File: src/rtl/text_pkg.sv
// Shared geometry, control-character codes and FSM state encoding for the
// UART-to-text-RAM cursor engine.
package text_pkg;

   localparam int TEXT_COLS = 32;
   localparam int TEXT_ROWS = 4;
   localparam int CELLS     = TEXT_COLS * TEXT_ROWS;

   localparam int ROW_W  = 2;
   localparam int COL_W  = 5;
   localparam int ADDR_W = ROW_W + COL_W;

   localparam logic [7:0] CH_BS       = 8'h08;
   localparam logic [7:0] CH_LF       = 8'h0A;
   localparam logic [7:0] CH_FF       = 8'h0C;
   localparam logic [7:0] CH_CR       = 8'h0D;
   localparam logic [7:0] CH_BLANK    = 8'h20;
   localparam logic [7:0] CH_PRINT_LO = 8'h20;
   localparam logic [7:0] CH_PRINT_HI = 8'h7E;

   typedef enum logic [0:0] {
      ST_IDLE  = 1'b0,
      ST_CLEAR = 1'b1
   } state_t;

endpackage

File: src/rtl/edge_detect.sv
// Rising-edge detector. The history register has a parameterised reset value
// so a level already high when reset releases is not mistaken for an edge.
// The pulse is combinational from the registered history so the consumer
// acts on the same clock edge that sees the new level.
module edge_detect #(
   parameter logic RESET_VAL = 1'b1
) (
   input  logic clk,
   input  logic reset,
   input  logic din,
   output logic rise
);

   logic prev;

   // Track last sampled level of the strobe.
   always_ff @(posedge clk) begin
      if (reset) prev <= RESET_VAL;
      else       prev <= din;
   end

   assign rise = din & ~prev;

endmodule

File: src/rtl/uart_text_cursor.sv
// Cursor and control-character engine between the UART receiver and the
// 4x32 character RAM. Each received byte yields at most one RAM write; a
// full blank sweep runs after reset and on form-feed.
//
// state    | meaning
// ---------+-----------------------------------------------------------
// ST_IDLE  | decode received bytes, move cursor, write printable/BS
// ST_CLEAR | write blank to addr 0..127, one per cycle; bytes dropped
module uart_text_cursor
   import text_pkg::*;
#(
   parameter bit CLEAR_ON_RESET = 1'b1
) (
   input  logic             clk,
   input  logic             reset,
   input  logic [7:0]       rx_data,
   input  logic             rx_valid,
   output logic             wr_en,
   output logic [ROW_W-1:0] wr_row,
   output logic [COL_W-1:0] wr_col,
   output logic [7:0]       wr_data,
   output logic [ROW_W-1:0] cur_row,
   output logic [COL_W-1:0] cur_col,
   output logic             busy,
   output logic             drop
);

   state_t            state;
   logic [ADDR_W-1:0] sweep_addr;
   logic              rx_rise;
   logic [ADDR_W-1:0] cur_addr;
   logic [ADDR_W-1:0] cur_inc;
   logic [ADDR_W-1:0] bs_addr;
   logic              is_print;

   edge_detect #(.RESET_VAL(1'b1)) u_rx_edge (
      .clk   (clk),
      .reset (reset),
      .din   (rx_valid),
      .rise  (rx_rise)
   );

   // Row/col treated as one linear 7-bit address so wraps fall out of overflow.
   assign cur_addr = {cur_row, cur_col};
   assign cur_inc  = cur_addr + ADDR_W'(1);
   assign bs_addr  = (cur_addr == '0) ? '0 : cur_addr - ADDR_W'(1);
   assign is_print = (rx_data >= CH_PRINT_LO) && (rx_data <= CH_PRINT_HI);

   // Main FSM: sweep, byte decode, cursor update and registered RAM write.
   always_ff @(posedge clk) begin
      if (reset) begin
         state      <= CLEAR_ON_RESET ? ST_CLEAR : ST_IDLE;
         busy       <= CLEAR_ON_RESET;
         wr_en      <= 1'b0;
         wr_row     <= '0;
         wr_col     <= '0;
         wr_data    <= 8'h00;
         drop       <= 1'b0;
         cur_row    <= '0;
         cur_col    <= '0;
         sweep_addr <= '0;
      end else begin
         wr_en <= 1'b0;
         drop  <= 1'b0;
         case (state)
            ST_CLEAR: begin
               wr_en              <= 1'b1;
               {wr_row, wr_col}   <= sweep_addr;
               wr_data            <= CH_BLANK;
               sweep_addr         <= sweep_addr + ADDR_W'(1);
               {cur_row, cur_col} <= '0;
               if (sweep_addr == ADDR_W'(CELLS - 1)) state <= ST_IDLE;
               if (rx_rise) drop <= 1'b1;
            end
            ST_IDLE: begin
               // busy stays high through the last sweep write, drops here.
               busy <= 1'b0;
               if (rx_rise) begin
                  if (is_print) begin
                     wr_en              <= 1'b1;
                     {wr_row, wr_col}   <= cur_addr;
                     wr_data            <= rx_data;
                     {cur_row, cur_col} <= cur_inc;
                  end else begin
                     case (rx_data)
                        CH_BS: begin
                           wr_en              <= 1'b1;
                           {wr_row, wr_col}   <= bs_addr;
                           wr_data            <= CH_BLANK;
                           {cur_row, cur_col} <= bs_addr;
                        end
                        CH_CR: cur_col <= '0;
                        CH_LF: begin
                           cur_row <= cur_row + ROW_W'(1);
                           cur_col <= '0;
                        end
                        CH_FF: begin
                           // First sweep write issues now so the sweep
                           // occupies exactly the next 128 cycles.
                           state              <= ST_CLEAR;
                           busy               <= 1'b1;
                           wr_en              <= 1'b1;
                           {wr_row, wr_col}   <= '0;
                           wr_data            <= CH_BLANK;
                           sweep_addr         <= ADDR_W'(1);
                           {cur_row, cur_col} <= '0;
                        end
                        default: ;
                     endcase
                  end
               end
            end
            default: state <= ST_IDLE;
         endcase
      end
   end

endmodule
File: config.mk
export PLATFORM = sky130hd
export DESIGN_NAME = uart_text_cursor
export DESIGN_NICKNAME = d
export VERILOG_FILES = /design/src/rtl/text_pkg.sv /design/src/rtl/edge_detect.sv /design/src/rtl/uart_text_cursor.sv
export SDC_FILE = /design/constraint.sdc
export NUM_CORES = 1
export LEC_CHECK = 0
export CORE_UTILIZATION = 52
export CTS_CLUSTER_SIZE = 12
export DETAILED_ROUTE_END_ITERATION = 12
export PLACE_DENSITY = 0.79
export SYNTH_ARGS = -nofsm -noshare
export SYNTH_HDL_FRONTEND = slang
export SYNTH_SLANG_ARGS = --single-unit
File: constraint.sdc
create_clock -name clk -period 2.8 [get_ports clk]
set_clock_uncertainty 0.15 [all_clocks]
set_input_delay 0.42 -clock clk [delete_from_list [all_inputs] [get_ports clk]]
set_output_delay 0.42 -clock clk [all_outputs]
set_load 0.02 [all_outputs]
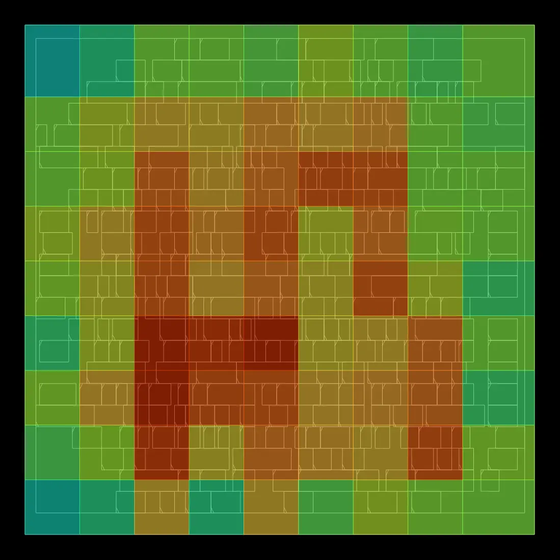
congestion.png
GR peak layer: met2
post-layout util: 0.709
global-route met2 utilization: 0.451
Total GRT Usage: 0.282

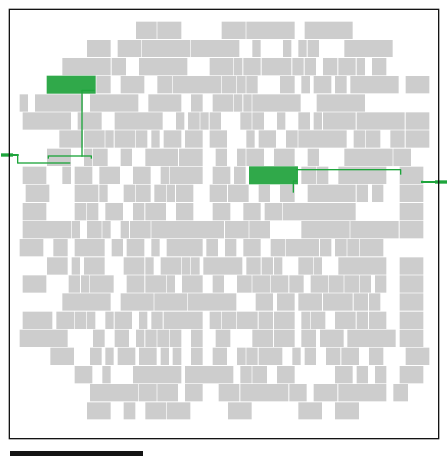
io_fan.png
Scale bar: 20 um.
wr_row -> green  # bits 2, direction output, edge 1 east, 1 west, end cells 2, buffers 2, wire 49.2 um
I/O pin total: 36
I/O Buffers: 35

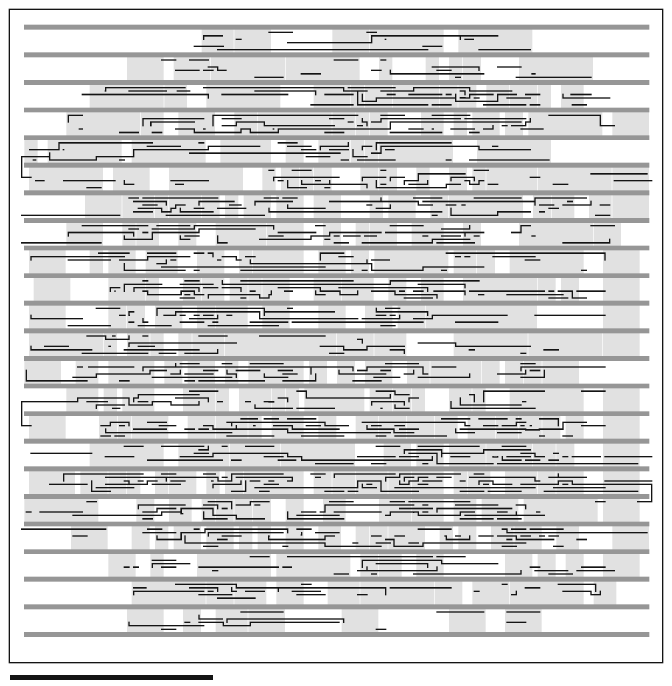
layer_met1.png
Scale bar: 20 um. Supply wires on this layer in gray. Cells faint in the background.
nets with wire on the layer = 274
share of all routed wire = 44%
wire length on this layer = 2460 um
longest straight run = 20.7 um

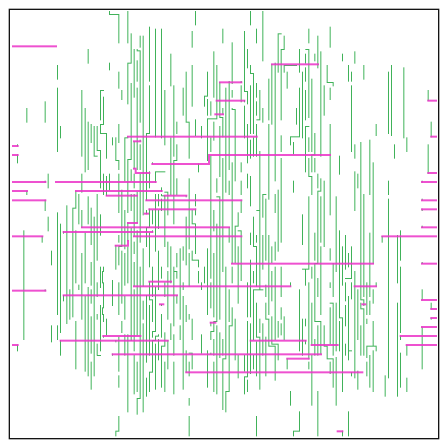
wires.png
Two of the layers only.
metal 3 -> magenta  # wire length 410 um
metal 2 -> green  # wire length 2540 um
DR WL/cell: 16.2 um
Routed WL: 5.53 mm
via count: 2141

==> job_summary.md <==
### Yosys + OpenROAD results

| Metric | Value |
|---|---|
| RSZ-0062 raised after global routing | false |
| Clk pin slew, worst setup/hold paths | 0.08 ns |
| Area leader, netlist | dfxtp_1 |
| Worst skew pair latency | 0.29 ns |
| Deepest clock path buffer count | 2 |
| Final nets | 306 |
| CTS Buf Count | 5 |
| Startpoint Class | flop |
| Met1 Wirelength | 2.46 mm |
| Setup crit end kind | flop |
| Post-synth seq share | 0.338 |
| Area post-placement | 0.00247 mm^2 |
| Synth Warn # | 0 |
| Pwr Density | 449 mW/mm^2 |
| Status | finished, final reports clean |
| Post-DP HPWL | 3.89 mm |
| Setup ws final | 0.220 ns |
| Unique cell types | 58 |
| First-pass GRT wire length | 9.06 mm |
| Slew headroom | 0.612 |
| Maximum vdd drop | 0.290 mV |
| Top cell area share | 0.338 |
| Cell area after layout | 0.00261 mm^2 |
| Fraction of layout cells with a size suffix above 1 | 0.119 |
| Largest net degree at the start of global routing | 22 |
| Final Max Tran Viols | 0 |
| First DRT Iteration DRCs | 167 |
| Post-Synthesis Cells | 255 |
| Ant diodes | 0 |
| Number of enable flip-flop cells | 0 |
| FILL cells | 328 |
| Clock net sink count | 34 |
| Remaining DRCs | 0 |
| # Post-CTS Setup Buffers | 0 |
| CTS tree | yes |
| Yosys top cell by instances | dfxtp_1 |
| Hold Fails Final Rpt | 0 |
| Metal2 WL | 2.54 mm |
| Number of global-route vias before repair | 1965 |
[cells in the final DEF (no fill, tap or decap), types with 4 or more instances in the layout]
master	count
and3_1	5
nor2_1	26
nor4_1	5
a21oi_1	20
nand3_1	16
clkbuf_8	6
o211ai_1	4
nand4_1	10
dfxtp_1	34
clkdlybuf4s50_1	35
o21ai_0	12
nor3_1	6
inv_1	10
nand2_1	10
buf_4	16
[flip-flops by register name (all words and copies together), names as in the netlist]
register	cells
wr_en	1
wr_col	5
wr_row	2
wr_data	8
state	1
cur_col	5
sweep_addr	7
u_rx_edge.prev	1
drop	1
cur_row	2
busy	1
[path summary, 6_finish.rpt]
kind	startpoint	endpoint	slack, ns	depth (start not counted)
max	cur_col[0]	wr_col[1]	0.22	8
min	wr_data[6]	wr_data[6]	0.32	2
max reg2reg	cur_col[0]	wr_col[1]	0.22	8
min reg2reg	wr_data[6]	wr_data[6]	0.32	2
[per-layer routing]
layer,global-route usage,up-vias
li1,-,1033
met1,0.378,997
met2,0.451,99
met3,0.0446,12
met4,0.108,0
met5,0,-
[kinds of logic (layout without fill, tap and decap cells)]
| kind of cell | after synthesis | in the layout | share of synthesized area |
|---|---|---|---|
| adders and majority gates | 3 | 3 | 0.0186 |
| muxes | 1 | 1 | 0.00497 |
| DFF | 34 | 34 | 0.338 |
| AOI/OAI and AO/OA | 83 | 83 | 0.291 |
| xor gates and xnor gates | 4 | 4 | 0.0174 |
| and+or+nand+nor | 98 | 98 | 0.264 |
| buffers and inverters | 32 | 70 | 0.0658 |
[layout make-up]
type / count / area, um^2 / area share
multi-input cells: 189 / 1200 / 0.460
flip-flops and latches: 34 / 681 / 0.260
repair buffers: 52 / 490 / 0.188
clock buffers: 6 / 82.6 / 0.0316
clock inverters: 2 / 60.1 / 0.0230
well taps: 48 / 60.1 / 0.0230
inverters: 10 / 37.5 / 0.0144
[metrics by stage]
| step | power [W] | util | hold slack, ns |
|---|---|---|---|
| 2_1_floorplan | 0.000567 | - | 0.293 |
| 3_3_place_gp | 0.000618 | 0.670 | 0.301 |
| 3_5_place_dp | 0.000619 | 0.670 | 0.308 |
| 4_1_cts | 0.00117 | 0.709 | 0.317 |
| 5_1_grt | 0.00121 | 0.709 | 0.335 |
| 6_report | 0.00117 | 0.709 | 0.315 |
[report_power, final]
| part | switching (W) | leakage, nW | internal [W] |
|---|---|---|---|
| sequential | 0.00000699 | 0.276 | 0.000492 |
| clock | 0.000185 | 0.0714 | 0.000380 |
| combinational | 0.0000603 | 0.596 | 0.0000508 |
| total | 0.000252 | 0.944 | 0.000923 |
[worst max-delay path, cell delays in order, from the launching register on]
cell	delay, ns
dfxtp_1	0.37
inv_1	0.15
ha_1	0.27
or4b_4	0.53
nor3_4	0.22
nor3_2	0.08
buf_4	0.17
a221o_1	0.30
a41o_1	0.22
No activity file was given, so power comes from the tool's default toggle rates.
